## src/rtl/line_fill_engine.sv

```systemverilog
// Cache line refill: captures a missed line address, runs one fixed-length word burst
// on the memory bus, assembles the line and queues it with its index/tag for install.
module line_fill_engine #(
    parameter int FIFO_DEPTH = 2,
    parameter int BEATS      = 16,
    parameter int LINE_WIDTH = 512
) (
    input  logic                  clk,
    input  logic                  reset,
    input  logic                  is_req,
    input  logic [25:0]           req_addr,
    output logic                  busy,
    output logic                  mem_req,
    output logic [31:0]           mem_addr,
    input  logic                  mem_ack,
    input  logic                  mem_rvalid,
    input  logic [31:0]           mem_rdata,
    input  logic                  fifo_pop,
    output logic                  fifo_empty,
    output logic                  fifo_full,
    output logic [7:0]            fifo_addr,
    output logic [17:0]           fill_tag,
    output logic [LINE_WIDTH-1:0] read_line_data
);
    localparam int PW = (FIFO_DEPTH > 1) ? $clog2(FIFO_DEPTH) : 1;
    localparam int BW = (BEATS > 1) ? $clog2(BEATS) : 1;
    localparam logic [BW-1:0] LAST  = BW'(BEATS - 1);
    localparam logic [PW:0]   DEPTH = (PW+1)'(FIFO_DEPTH);

    typedef enum logic [1:0] {IDLE, REQ, BURST, PUSH} state_e;

    state_e                state_q;
    logic                  busy_q;
    logic                  mem_req_q;
    logic [31:0]           mem_addr_q;
    logic [25:0]           addr_q;
    logic [BW-1:0]         beat_q;
    logic [LINE_WIDTH-1:0] line_q;

    logic [25:0]           ent_addr_q [FIFO_DEPTH];
    logic [LINE_WIDTH-1:0] ent_line_q [FIFO_DEPTH];
    logic [PW-1:0]         wr_ptr_q, rd_ptr_q;
    logic [PW:0]           count_q;

    logic          dup, accept, capture, push, pop;
    logic [PW-1:0] off;

    // An address already sitting in the queue is fetched and waiting for install.
    always_comb begin
        dup = 1'b0;
        off = '0;
        for (int i = 0; i < FIFO_DEPTH; i++) begin
            off = PW'(i) - rd_ptr_q;
            if (({1'b0, off} < count_q) && (ent_addr_q[i] == req_addr))
                dup = 1'b1;
        end
    end

    assign accept  = (state_q == IDLE) && is_req && (count_q < DEPTH) && !dup;
    // The beat arriving alongside the ack is part of the line.
    assign capture = mem_rvalid && ((state_q == BURST) || ((state_q == REQ) && mem_ack));
    assign push    = (state_q == PUSH);
    assign pop     = fifo_pop && (count_q != '0);

    always_ff @(posedge clk or negedge reset) begin
        if (!reset) begin
            state_q    <= IDLE;
            busy_q     <= 1'b0;
            mem_req_q  <= 1'b0;
            mem_addr_q <= '0;
            addr_q     <= '0;
            beat_q     <= '0;
            line_q     <= '0;
        end else begin
            case (state_q)
                IDLE: if (accept) begin
                    addr_q     <= req_addr;
                    mem_addr_q <= {req_addr, 6'b0};
                    beat_q     <= '0;
                    mem_req_q  <= 1'b1;
                    busy_q     <= 1'b1;
                    state_q    <= REQ;
                end
                REQ: if (mem_ack) begin
                    mem_req_q <= 1'b0;
                    state_q   <= (capture && beat_q == LAST) ? PUSH : BURST;
                end
                BURST: if (capture && beat_q == LAST) state_q <= PUSH;
                PUSH: begin
                    busy_q  <= 1'b0;
                    state_q <= IDLE;
                end
                default: state_q <= IDLE;
            endcase
            if (capture) begin
                line_q[32*beat_q +: 32] <= mem_rdata;
                beat_q                  <= beat_q + 1'b1;
            end
        end
    end

    always_ff @(posedge clk or negedge reset) begin
        if (!reset) begin
            wr_ptr_q <= '0;
            rd_ptr_q <= '0;
            count_q  <= '0;
        end else begin
            if (push) wr_ptr_q <= wr_ptr_q + 1'b1;
            if (pop)  rd_ptr_q <= rd_ptr_q + 1'b1;
            if (push && !pop)      count_q <= count_q + 1'b1;
            else if (pop && !push) count_q <= count_q - 1'b1;
        end
    end

    always_ff @(posedge clk) begin
        if (push) begin
            ent_addr_q[wr_ptr_q] <= addr_q;
            ent_line_q[wr_ptr_q] <= line_q;
        end
    end

    assign busy           = busy_q;
    assign mem_req        = mem_req_q;
    assign mem_addr       = mem_addr_q;
    assign fifo_empty     = (count_q == '0);
    assign fifo_full      = (count_q == DEPTH);
    assign fifo_addr      = ent_addr_q[rd_ptr_q][7:0];
    assign fill_tag       = ent_addr_q[rd_ptr_q][25:8];
    assign read_line_data = ent_line_q[rd_ptr_q];
endmodule

```

## config.mk

```make
export PLATFORM = sky130hd
export DESIGN_NAME = line_fill_engine
export DESIGN_NICKNAME = d
export VERILOG_FILES = /design/src/rtl/line_fill_engine.sv
export SDC_FILE = /design/constraint.sdc
export NUM_CORES = 2
export LEC_CHECK = 0
export ABC_AREA = 1
export CORE_MARGIN = 2
export CORE_UTILIZATION = 63
export CTS_BUF_LIST = sky130_fd_sc_hd__clkbuf_8
export DETAILED_ROUTE_END_ITERATION = 6
export PLACE_DENSITY_LB_ADDON = 0.2
export SYNTH_ARGS = -nofsm -noshare
export SYNTH_HDL_FRONTEND = slang
export SYNTH_SLANG_ARGS = --single-unit
```

## constraint.sdc

```tcl
create_clock -name clk -period 64.3 [get_ports clk]
set_input_delay 12.86 -clock clk [delete_from_list [all_inputs] [get_ports clk]]
set_output_delay 12.86 -clock clk [all_outputs]
set_load 0.01 [all_outputs]
```

Figure 1. Placed standard cells.
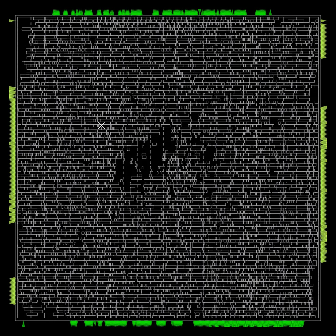
Rows: 115
Well Taps: 1287

Figure 2. Wires at chosen ports, followed through buffers.
(1.5 px per um)
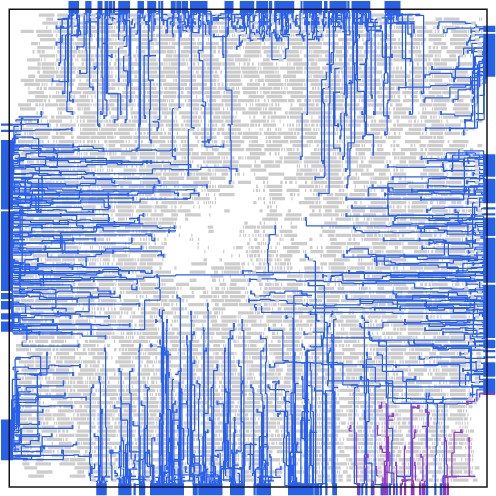
[read_line_data] blue | direction: output | end cells: 512 | wire: 29.4 mm
[fill_tag] purple | direction: output | end cells: 18 | wire: 661 um
I/O pins: 638
PortBufs: 631

==> run notes <==
run results: Final Cell Area=roughly 0.074 mm2, Final Setup Violations=0, share of cells above drive strength 1=around 7.3%, DRC=3, setup ws final=between 40 and 50 ns, CTS sink count=around 1600, die area=just over 0.1 mm2, total chip power=between 3 and 4 mW, crit start category=register, placed cells=about 6900, Slew @ Worst Pin=approximately 1.4 ns, Clock Pin Slew Worst Setup and Hold Paths=approximately 0.060 ns, Critical Path AT=just under 5 ns, die height=between 300 and 400 um, Setup Buffers After CTS=0, Max clock buf depth=3, wire per inst=about 23 um, CP max stage delay=between 0.8 and 0.9 ns, Cell Type Count=36, Num CTS Buffers=~240, RSZ-0062 raised after global routing=no, worst-path fanout max=about 200, worst flop-to-flop path endpoint=ent_line_q[0][123]$_DFFE_PP_, Pins Over Slew Limit=0, Yosys reg bits=1626, vias in the first global route=40700, Setup TNS Final=0 ns, cell with the most instances on the worst path=nand2_1, Avg Cell Area, Syn=around 12 um2, failing checks=DRC, first-pass GRT wire length=about 260000 um, Leak Pwr=30.7 nW, Synth Cell Area=just over 0.06 mm2, Post-Synth Simple-Gate Area=14.5%, CTS root buffer=clkbuf_8, Total GRT Usage=between 30% and 40%, placed cell areas=~0.07 mm2, relative slew slack=approximately a tenth, DRT iter0 DRCs=4847, Syn. warnings=0, status=complete, but fails checks, utilization after layout=between 70% and 80%, Die Span X=318 um, number of enable flip-flop cells=between 1000 and 1500, DR vias/cell=roughly 5.8, Async S/R FF share, synth=around a third, pre-CTS setup slack=around 47 ns, Max IR drop VDD=0.0000453 V, Final Hold Violating Endpoints=0, Setup crit start=rd_ptr_q$_DFFE_PN0P_, gpl congestion=approximately 0.88, final std cells w/o fill=between 7000 and 8000, main flop type=edfxtp_1, GRT overflow=0, Adder Share, Synth=less than 1%, final worst path period share=around 28%, fp_density=between 60% and 70%, CP endpoint kind=output port, hold path depth=0, Slowest-stage cell, CP=inv_8, Core Region=slightly below 0.1 mm2, CP Capture Point=read_line_data[106], Mapped Cells=5227, DR pass1 iterations=7, fin crit period=between 15 and 20 ns, Final nets=around 5900, Hold WS=0.462 ns, Req. time, crit path=between 50 and 60 ns, Hold WC Path Type=reg -> reg, mux share=0%, RR Startpoint=state_q[0]$_DFFE_PN0P_, tool warnings=roughly 46, XOR/XNOR share of the synthesized area=less than 1%, Vias=around 43000, Reg2Reg Depth=7, yosys stat area=0.0619 mm2, htree depth=4, largest net degree at the start of global routing=about 200, Max Cap Viol=0, Seq share, synth=between 70% and 80%, TritonCTS clock tree=built, Area Growth Syn to Fin=19.3%, Resized Gates After CTS=0, hold_buf cts=0, reg-to-reg slack, setup=slightly below 60 ns, DPL Wire Length=between 100000 and 150000 um, final wirelength=between 150000 and 200000 um, Compound Share, Synth=under 10%, Power per Cell Area=48.4 mW/mm2, Yosys Instances=approximately 5200, Filler cells=about 6300, CP Cell Sequence=inv_8, buf_12, buf_4, nand2_1, nand2_1, clkdlybuf4s50_1, Max Clk Rate=~56 MHz, initial antenna violation count=10, Logic family by area=simple AND/OR/NAND/NOR gates, Post-DRT Antenna Nets=0, CP Class=reg -> out
Figure 3. Clock distribution.
(1 px per um)
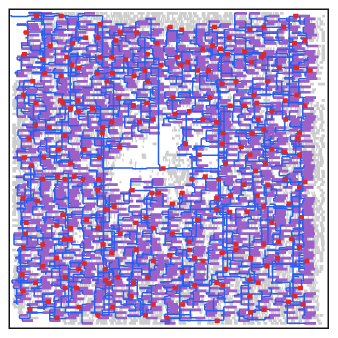
[clock wires] blue | length: 17800 um
[cells driving clock nets] red | count: 235
[flip-flops] purple | count: 1626
flops lie: spread over the die
clock skew: 0.0240 ns
clk_lat worst skew: 0.89 ns
clk pwr: 0.830 mW
Clock Power Share: 23.2%

[cell usage after synthesis (2+ instances only)]
cell type  instances  area, um2
a21oi_1          236       1180
xnor2_1           40        350
o21ai_0          134        671
nand2_2            3       18.8
o41ai_1           11       96.3
buf_1              4       15.0
nor2_1            82        308
or2_2              2       12.5
inv_1            144        541
a31oi_1          224       1400
buf_6             10        113
nand2_1         2103       7890
clkbuf_1         202        758
clkinv_1           3       11.3
ha_1               8        100
o31ai_2            2       25.0
nor3_2             2       20.0
edfxtp_1        1076      32300
buf_4             22        165
xor2_1             5       43.8
nor2_2             8       50.1
nand3_1           77        385
inv_2             17       63.8
o21ai_1           11       55.1
nor3_1            43        215
nand4_1            4       25.0
dfrtp_1          550      13800
o31ai_1          113        848
buf_2             84        420
[metal layers]
layer | part of all wire, % | global-route usage [%]
met1 | 37 | 45.3
met4 | 5.6 | 18.5
met2 | 47 | 52.8
met5 | 0.013 | 0
met3 | 9.8 | 8.36
[placed cells by master, fill, tap and decap left out, drive strengths merged, types with 11 or more instances in the layout]
cell           synthesis  routed
nand2               2106    2106
edfxtp              1076    1076
clkdlybuf4s50          0     630
dfrtp                550     550
clkbuf               202     301
inv                  161     248
a21oi                236     236
a31oi                224     224
o21ai                145     145
o31ai                115     115
nor2                  91      91
nand3                 77      77
buf                  120      59
clkinv                 3      52
nor3                  45      45
xnor2                 41      41
o41ai                 11      11
[critical path, delay by kind of cell, from the launching register on]
kind                   cells  cell delay, ns
buffers and inverters      4            2.76
flip-flops                 1            0.80
AND/OR/NAND/NOR            2            0.30
[area by class of cell]
cell class | instances | area, um2 | share of cell area, %
multi-input cells | 3120 | 13800 | 18.7
repair buffers | 689 | 6780 | 9.18
well taps | 1287 | 1610 | 2.18
inverters | 164 | 636 | 0.860
diodes | 6 | 15.0 | 0.0203
clock inverters | 149 | 777 | 1.05
clock buffers | 301 | 4140 | 5.61
flip-flops and latches | 1626 | 46100 | 62.4
[cells by family after synthesis]
| family | count (synthesis) |
|---|---|
| other cells | 1 |
| xor+xnor | 46 |
| compound gates | 734 |
| simple gates | 2326 |
| flops | 1626 |
| buf+inv | 486 |
| fa+ha+maj | 8 |
[power by group]
group / switching, mW / internal [mW] / leakage (nW)
sequential: 0.103 / 1.38 / 17.6
clock: 0.387 / 0.443 / 2.84
combinational: 0.816 / 0.449 / 10.3
[worst min path at each step]
stage / start / end
final: line_q[411]$_DFFE_PN0P_ / ent_line_q[1][411]$_DFFE_PP_
after global routing: line_q[411]$_DFFE_PN0P_ / ent_line_q[1][411]$_DFFE_PP_
after CTS: line_q[411]$_DFFE_PN0P_ / ent_line_q[1][411]$_DFFE_PP_
after detailed placement: line_q[399]$_DFFE_PN0P_ / ent_line_q[1][399]$_DFFE_PP_
after global placement: line_q[56]$_DFFE_PN0P_ / ent_line_q[0][56]$_DFFE_PP_
after floorplan: line_q[0]$_DFFE_PN0P_ / ent_line_q[0][0]$_DFFE_PP_
[state kept, by name, indices dropped and copies added (netlist names)]
register / cells
state_q: 2
mem_addr: 26
mem_req: 1
ent_addr_q: 52
count_q: 2
rd_ptr_q: 1
wr_ptr_q: 1
beat_q: 4
ent_line_q: 1024
line_q: 512
busy: 1
Power is estimated from default activity; no workload was simulated.
